### Clock wiring as the flow saved it

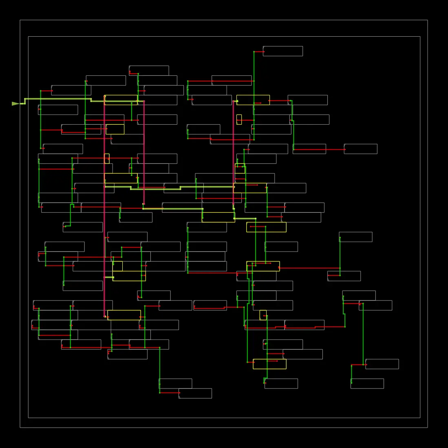
### Signal metal coverage by tile

(3 px per µm) 23 x 23 tiles, from black (low) to pale yellow (high), scaled to the fullest tile. Values are wire area over tile area, all layers added.
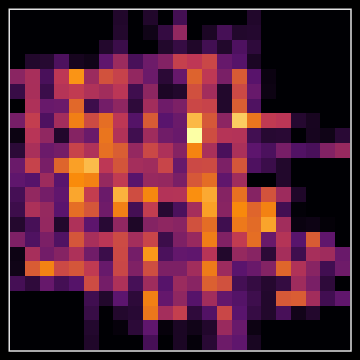
### Cell sizes after repair

(4 px per µm)
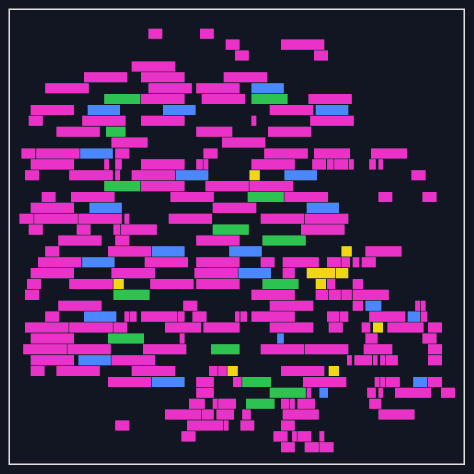
### Sequential cells colored by netlist name

(3 px per µm) Other sequential cells in the stronger gray, the rest of the logic in the fainter gray.
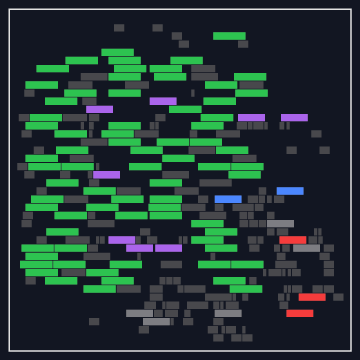
===== config.mk =====
export PLATFORM = sky130hd
export DESIGN_NAME = mux_2x1_8bits_tx_flat
export DESIGN_NICKNAME = d
export VERILOG_FILES = /design/src/rtl/phy_tx_pkg.sv /design/src/rtl/mux_2x1_8bits_tx_if.sv /design/src/rtl/pair_fifo.sv /design/src/rtl/mux_2x1_8bits_tx.sv /design/src/flat_wrapper.sv
export SDC_FILE = /design/constraint.sdc
export NUM_CORES = 1
export LEC_CHECK = 0
export CORE_MARGIN = 2
export CORE_UTILIZATION = 30
export DETAILED_ROUTE_END_ITERATION = 8
export GPL_ROUTABILITY_DRIVEN = 0
export MAX_ROUTING_LAYER = met4
export PLACE_DENSITY = 0.49
export SYNTH_ARGS = -nofsm -noshare
export SYNTH_HDL_FRONTEND = slang
export SYNTH_SLANG_ARGS = --single-unit

===== constraint.sdc =====
create_clock -name clk -period 2.75 [get_ports clk]
set_input_delay 0.4125 -clock clk [delete_from_list [all_inputs] [get_ports clk]]
set_output_delay 0.4125 -clock clk [all_outputs]
set_load 0.01 [all_outputs]

===== src/rtl/phy_tx_pkg.sv =====
// Purpose:      shared types and constants for the TX lane merger.
// Latency:      n/a (types and constants only).
// Backpressure: n/a.
// Contents: DATA_W byte width, default FIFO depth, level width, lane/pair
//           structs, serializer phase enum and a pair-packing helper.
package phy_tx_pkg;

    localparam int DATA_W         = 8;
    localparam int DEF_FIFO_DEPTH = 4;
    localparam int LVL_W          = $clog2(DEF_FIFO_DEPTH + 1);

    typedef struct packed {
        logic              valid;
        logic [DATA_W-1:0] data;
    } lane_slot_t;

    // l1 sits in the upper bits so the stored word reads lane1, lane0.
    typedef struct packed {
        lane_slot_t l1;
        lane_slot_t l0;
    } pair_t;

    // Which slot of the head pair the serializer looks at next.
    typedef enum logic {
        PH_LANE0 = 1'b0,
        PH_LANE1 = 1'b1
    } phase_t;

    function automatic pair_t makePair(
        input logic [DATA_W-1:0] d0,
        input logic              v0,
        input logic [DATA_W-1:0] d1,
        input logic              v1
    );
        pair_t p;
        p.l0.data  = d0;
        p.l0.valid = v0;
        p.l1.data  = d1;
        p.l1.valid = v1;
        return p;
    endfunction

endpackage


===== src/rtl/mux_2x1_8bits_tx_if.sv =====
// Purpose:      bundle of the lane-merger datapath and status signals.
// Latency:      n/a (wires only).
// Backpressure: in_ready toward the lane source, out_ready from the consumer.
// Ports: data_in0/1, valid_in0/1, in_ready (input side); data_out, valid_out,
//        out_ready (output side); fifo_full, fifo_empty, fifo_level, lane_mismatch.
// Modports: master = the lane source / byte consumer, slave = the merger.
interface mux_2x1_8bits_tx_if;
    import phy_tx_pkg::*;

    logic [DATA_W-1:0] data_in0;
    logic [DATA_W-1:0] data_in1;
    logic              valid_in0;
    logic              valid_in1;
    logic              in_ready;
    logic [DATA_W-1:0] data_out;
    logic              valid_out;
    logic              out_ready;
    logic              fifo_full;
    logic              fifo_empty;
    logic [LVL_W-1:0]  fifo_level;
    logic              lane_mismatch;

    modport master (
        output data_in0, data_in1, valid_in0, valid_in1, out_ready,
        input  in_ready, data_out, valid_out, fifo_full, fifo_empty,
               fifo_level, lane_mismatch
    );

    modport slave (
        input  data_in0, data_in1, valid_in0, valid_in1, out_ready,
        output in_ready, data_out, valid_out, fifo_full, fifo_empty,
               fifo_level, lane_mismatch
    );

endinterface


===== src/rtl/pair_fifo.sv =====
// Purpose:      synchronous FIFO of lane pairs, count-based full/empty.
// Latency:      pushed entry is visible at headDat the cycle after the push edge.
// Backpressure: push ignored when full, pop ignored when empty.
// Ports: clk, reset (async, active-high), push/pushDat, pop, headDat,
//        full, empty, level (entries stored).
module pair_fifo
    import phy_tx_pkg::*;
#(
    parameter int DEPTH = DEF_FIFO_DEPTH
) (
    input  logic                         clk,
    input  logic                         reset,
    input  logic                         push,
    input  pair_t                        pushDat,
    input  logic                         pop,
    output pair_t                        headDat,
    output logic                         full,
    output logic                         empty,
    output logic [$clog2(DEPTH+1)-1:0]   level
);

    localparam int PtrW = $clog2(DEPTH);
    localparam int LvlW = $clog2(DEPTH + 1);

    pair_t            mem [DEPTH];
    logic [PtrW-1:0]  wrPtr;
    logic [PtrW-1:0]  rdPtr;
    logic [LvlW-1:0]  count;
    logic             pushOk;
    logic             popOk;

    assign pushOk = push & ~full;
    assign popOk  = pop & ~empty;

    // DEPTH is a power of two, so pointers wrap naturally; count decides
    // full versus empty when the pointers coincide.
    always_ff @(posedge clk or posedge reset) begin
        if (reset) begin
            wrPtr <= '0;
            rdPtr <= '0;
            count <= '0;
        end else begin
            if (pushOk) wrPtr <= wrPtr + PtrW'(1);
            if (popOk)  rdPtr <= rdPtr + PtrW'(1);
            case ({pushOk, popOk})
                2'b10:   count <= count + LvlW'(1);
                2'b01:   count <= count - LvlW'(1);
                default: count <= count;
            endcase
        end
    end

    // Storage needs no reset: entries are only read when count says valid.
    always_ff @(posedge clk) begin
        if (pushOk) mem[wrPtr] <= pushDat;
    end

    assign headDat = mem[rdPtr];
    assign full    = (count == LvlW'(DEPTH));
    assign empty   = (count == '0);
    assign level   = count;

endmodule


===== src/rtl/mux_2x1_8bits_tx.sv =====
// Purpose:      merge two-lane byte pairs into one byte stream, lane0 first.
// Latency:      pair accepted at edge k -> lane0 byte valid after k+1, lane1 after k+2.
// Backpressure: in_ready = !fifo_full (registered count); output holds while out_ready=0.
// Ports: clk, reset (async, active-high), bus (slave modport): pair input with
//        in_ready, registered data_out/valid_out with out_ready, FIFO status,
//        registered lane_mismatch pulse.
module mux_2x1_8bits_tx
    import phy_tx_pkg::*;
#(
    parameter int FIFO_DEPTH = DEF_FIFO_DEPTH
) (
    input  logic                     clk,
    input  logic                     reset,
    mux_2x1_8bits_tx_if.slave        bus
);

    localparam int LvlW = $clog2(FIFO_DEPTH + 1);

    pair_t             pushPair;
    pair_t             headPair;
    logic              pairAccept;
    logic              fifoFull;
    logic              fifoEmpty;
    logic [LvlW-1:0]   fifoLevel;

    phase_t            phase;
    phase_t            phaseNext;
    logic              outLoad;
    logic              useLane0;
    logic              headPop;
    logic [DATA_W-1:0] loadByte;

    logic [DATA_W-1:0] dataOut;
    logic              validOut;
    logic              laneMismatch;

    // Write qualifier: a pair with no valid lane carries nothing to send.
    assign pairAccept = ~fifoFull & (bus.valid_in0 | bus.valid_in1);
    assign pushPair   = makePair(bus.data_in0, bus.valid_in0,
                                 bus.data_in1, bus.valid_in1);

    pair_fifo #(
        .DEPTH   (FIFO_DEPTH)
    ) u_pairFifo (
        .clk     (clk),
        .reset   (reset),
        .push    (pairAccept),
        .pushDat (pushPair),
        .pop     (headPop),
        .headDat (headPair),
        .full    (fifoFull),
        .empty   (fifoEmpty),
        .level   (fifoLevel)
    );

    // Serializer phase: state register.
    always_ff @(posedge clk or posedge reset) begin
        if (reset) phase <= PH_LANE0;
        else       phase <= phaseNext;
    end

    // Serializer phase: next state. After loading lane0 of a pair that
    // also has lane1, park on lane1; any pop returns to lane0.
    always_comb begin
        phaseNext = phase;
        if (outLoad) phaseNext = headPop ? PH_LANE0 : PH_LANE1;
    end

    // Serializer phase: outputs. An invalid lane0 slot is skipped in the
    // same cycle by selecting lane1 directly, so no bubble is produced.
    // Every stored pair has at least one valid lane, and PH_LANE1 is only
    // entered when lane1 is valid, so the selected slot is always valid.
    always_comb begin
        outLoad  = (~validOut | bus.out_ready) & ~fifoEmpty;
        useLane0 = (phase == PH_LANE0) & headPair.l0.valid;
        headPop  = outLoad & (~useLane0 | ~headPair.l1.valid);
        loadByte = useLane0 ? headPair.l0.data : headPair.l1.data;
    end

    always_ff @(posedge clk or posedge reset) begin
        if (reset) begin
            dataOut      <= '0;
            validOut     <= 1'b0;
            laneMismatch <= 1'b0;
        end else begin
            if (outLoad) begin
                dataOut  <= loadByte;
                validOut <= 1'b1;
            end else if (bus.out_ready) begin
                validOut <= 1'b0;
            end
            laneMismatch <= pairAccept & (bus.valid_in0 ^ bus.valid_in1);
        end
    end

    assign bus.in_ready      = ~fifoFull;
    assign bus.data_out      = dataOut;
    assign bus.valid_out     = validOut;
    assign bus.fifo_full     = fifoFull;
    assign bus.fifo_empty    = fifoEmpty;
    assign bus.fifo_level    = fifoLevel;
    assign bus.lane_mismatch = laneMismatch;

endmodule


===== src/flat_wrapper.sv =====
// flat-port wrapper written by rule: the top's interface ports become plain ports
module mux_2x1_8bits_tx_flat import phy_tx_pkg::*;
#(
    parameter int FIFO_DEPTH = DEF_FIFO_DEPTH
)
  (clk, reset, bus_data_in0, bus_data_in1, bus_valid_in0, bus_valid_in1, bus_out_ready, bus_in_ready, bus_data_out, bus_valid_out, bus_fifo_full, bus_fifo_empty, bus_fifo_level, bus_lane_mismatch);
  mux_2x1_8bits_tx_if bus_i ();
  input  logic clk;
  input  logic reset;
  input wire logic [$bits(bus_i.data_in0)-1:0] bus_data_in0;
  input wire logic [$bits(bus_i.data_in1)-1:0] bus_data_in1;
  input wire logic [$bits(bus_i.valid_in0)-1:0] bus_valid_in0;
  input wire logic [$bits(bus_i.valid_in1)-1:0] bus_valid_in1;
  input wire logic [$bits(bus_i.out_ready)-1:0] bus_out_ready;
  output wire logic [$bits(bus_i.in_ready)-1:0] bus_in_ready;
  output wire logic [$bits(bus_i.data_out)-1:0] bus_data_out;
  output wire logic [$bits(bus_i.valid_out)-1:0] bus_valid_out;
  output wire logic [$bits(bus_i.fifo_full)-1:0] bus_fifo_full;
  output wire logic [$bits(bus_i.fifo_empty)-1:0] bus_fifo_empty;
  output wire logic [$bits(bus_i.fifo_level)-1:0] bus_fifo_level;
  output wire logic [$bits(bus_i.lane_mismatch)-1:0] bus_lane_mismatch;
  assign bus_i.data_in0 = bus_data_in0;
  assign bus_i.data_in1 = bus_data_in1;
  assign bus_i.valid_in0 = bus_valid_in0;
  assign bus_i.valid_in1 = bus_valid_in1;
  assign bus_i.out_ready = bus_out_ready;
  assign bus_in_ready = bus_i.in_ready;
  assign bus_data_out = bus_i.data_out;
  assign bus_valid_out = bus_i.valid_out;
  assign bus_fifo_full = bus_i.fifo_full;
  assign bus_fifo_empty = bus_i.fifo_empty;
  assign bus_fifo_level = bus_i.fifo_level;
  assign bus_lane_mismatch = bus_i.lane_mismatch;
  mux_2x1_8bits_tx #(.FIFO_DEPTH(FIFO_DEPTH)) u_core (.clk(clk), .reset(reset), .bus(bus_i));
endmodule

==> metrics.cfg <==
[clocking]
h-tree-depth = 3
cts.clk_slew.worst_paths_ns = 0.06
cts_tree = built
cts-buffers-inserted = 9
root_buffer = clkbuf_16
clock_path_buffers = 2

[job]
openroad.warnings = 29
drv_cap = 0

[route]
postRouteAntennaNets = 0
avgViaCountPerCell = 4.56
vias = 1771
wl_met2_um = 3320
initialDrtViolationCount = 74

[global_routing]
grt_pass1_vias = 1943
use_met2_pct = 19.2
antenna_found_initial = 0
grt_busiest_layer = met2
grt_pass1_wl_um = 10600
use_met1_pct = 14.0

[final_timing]
timing.hold.ws_ns = 0.534
final-setup-viol-count = 0
min_period_over_period_pct = 84.2
maxSlewHeadroom_pct = 43.6
setup_tns_ns = 0
rsz0062_at_grt = no
fmax_ghz = 0.432
final_max_slew_viol_count = 0
period_minus_slack_ns = 2.31
tightestPinTransition_ns = 0.845
finalHoldViolCount = 0

[critical_path]
worstPathRequired_ns = 3.00
cpLargestDelayFamily = adder cells
cpMaxStageDelayCell = dfrtp_1
path_class = register to register
cp_max_fo = 8
r2r-end = u_core.u_pairFifo.level[2]$_DFFE_PP0P_
cp.depth = 10
cp.buffers_inverters = 1
end_kind = register
rr_worst_depth = 10
crit_path_end = u_core.u_pairFifo.level[2]$_DFFE_PP0P_
start_kind = register

[floorplanning]
row_count = 39
n_tap_cell = 143
io_pins = 37
die_x_um = 113

[synthesis]
synth.most_common_cell = edfxtp_1
ys_sh_aoi_pct = 3.31
ys_async_sr_fraction_pct = 20.0
top_area_cell = edfxtp_1
fp_nets = 220
synthDominantCellAreaShare_pct = 60.2
synth_cell_types = 31
ys_cells = 192
synth-edff-count = 72
yosysSeqAreaShare_pct = 72.8
synth-simple-area-share_pct = 3.62
synthesis.area_mm2 = 0.00359

[power]
power_density_mw_per_mm2 = 1140
combPwrFrac_pct = 34.6
swShare_pct = 29.9
top_power_group = sequential cells
ir_worst_vdd_mv = 0.409
p_total_mw = 5.11

[finish]
lay_top_cells = 72 x edfxtp_1, 36 x clkdlybuf4s50_1, 18 x dfrtp_1
stdcell_count = 388
drive_above_1_share_pct = 18.0
layout.cells.most_common = edfxtp_1
comb_area_share_pct = 19.9
area_growth_pct = 25.0
antennaDiodeCount = 0
largest_reg_flops = 72
bufAreaShareNonClock_pct = 10.2
logic_area_um2 = 895

[run_status]
status = finished clean

[placed_design]
dp.cells = 372
io_buffers = 36

[hold_path]
hold_path_startpoint = u_core.bus.data_out[5]$_DFFE_PP0P_

Notes on 'Clock wiring as the flow saved it' above:
flop count: 90
clock buffers: 11
Late-Pin Clk Latency: 0.33 ns
clk pwr: 1.20 mW

Notes on 'Signal metal coverage by tile' above:
fullest tile: 0.30
mean over tiles: 0.078
nearly empty tiles: 26%
tiles over half the peak: 18%
DRT Wirelength: 6600 µm
Routed WL per cell: 17.0 µm
Global Route Usage Sum: 11.8%

Notes on 'Cell sizes after repair' above:
[blue] drive 2 | cells: 21 | most used: mux4_2
[green] drive 6 and up | cells: 14 | most used: clkbuf_16
[magenta] drive 1 or less | cells: 201 | most used: edfxtp_1
[yellow] drive 3 to 4 | cells: 9 | most used: buf_4
Final WS setup: 0.436 ns
final instance area: 0.00449 mm²
count of non-CTS buffers in the layout: 44

Notes on 'Sequential cells colored by netlist name' above:
[red] u_core.u_pairFifo.level | sequential cells: 3
[purple] u_core.bus.data_out | sequential cells: 8
[blue] u_core.u_pairFifo.rdPtr | sequential cells: 2
[green] u_core.u_pairFifo.mem | sequential cells: 72
not colored: 5

Power figures rest on the tool's default switching activity, not on a simulated workload.
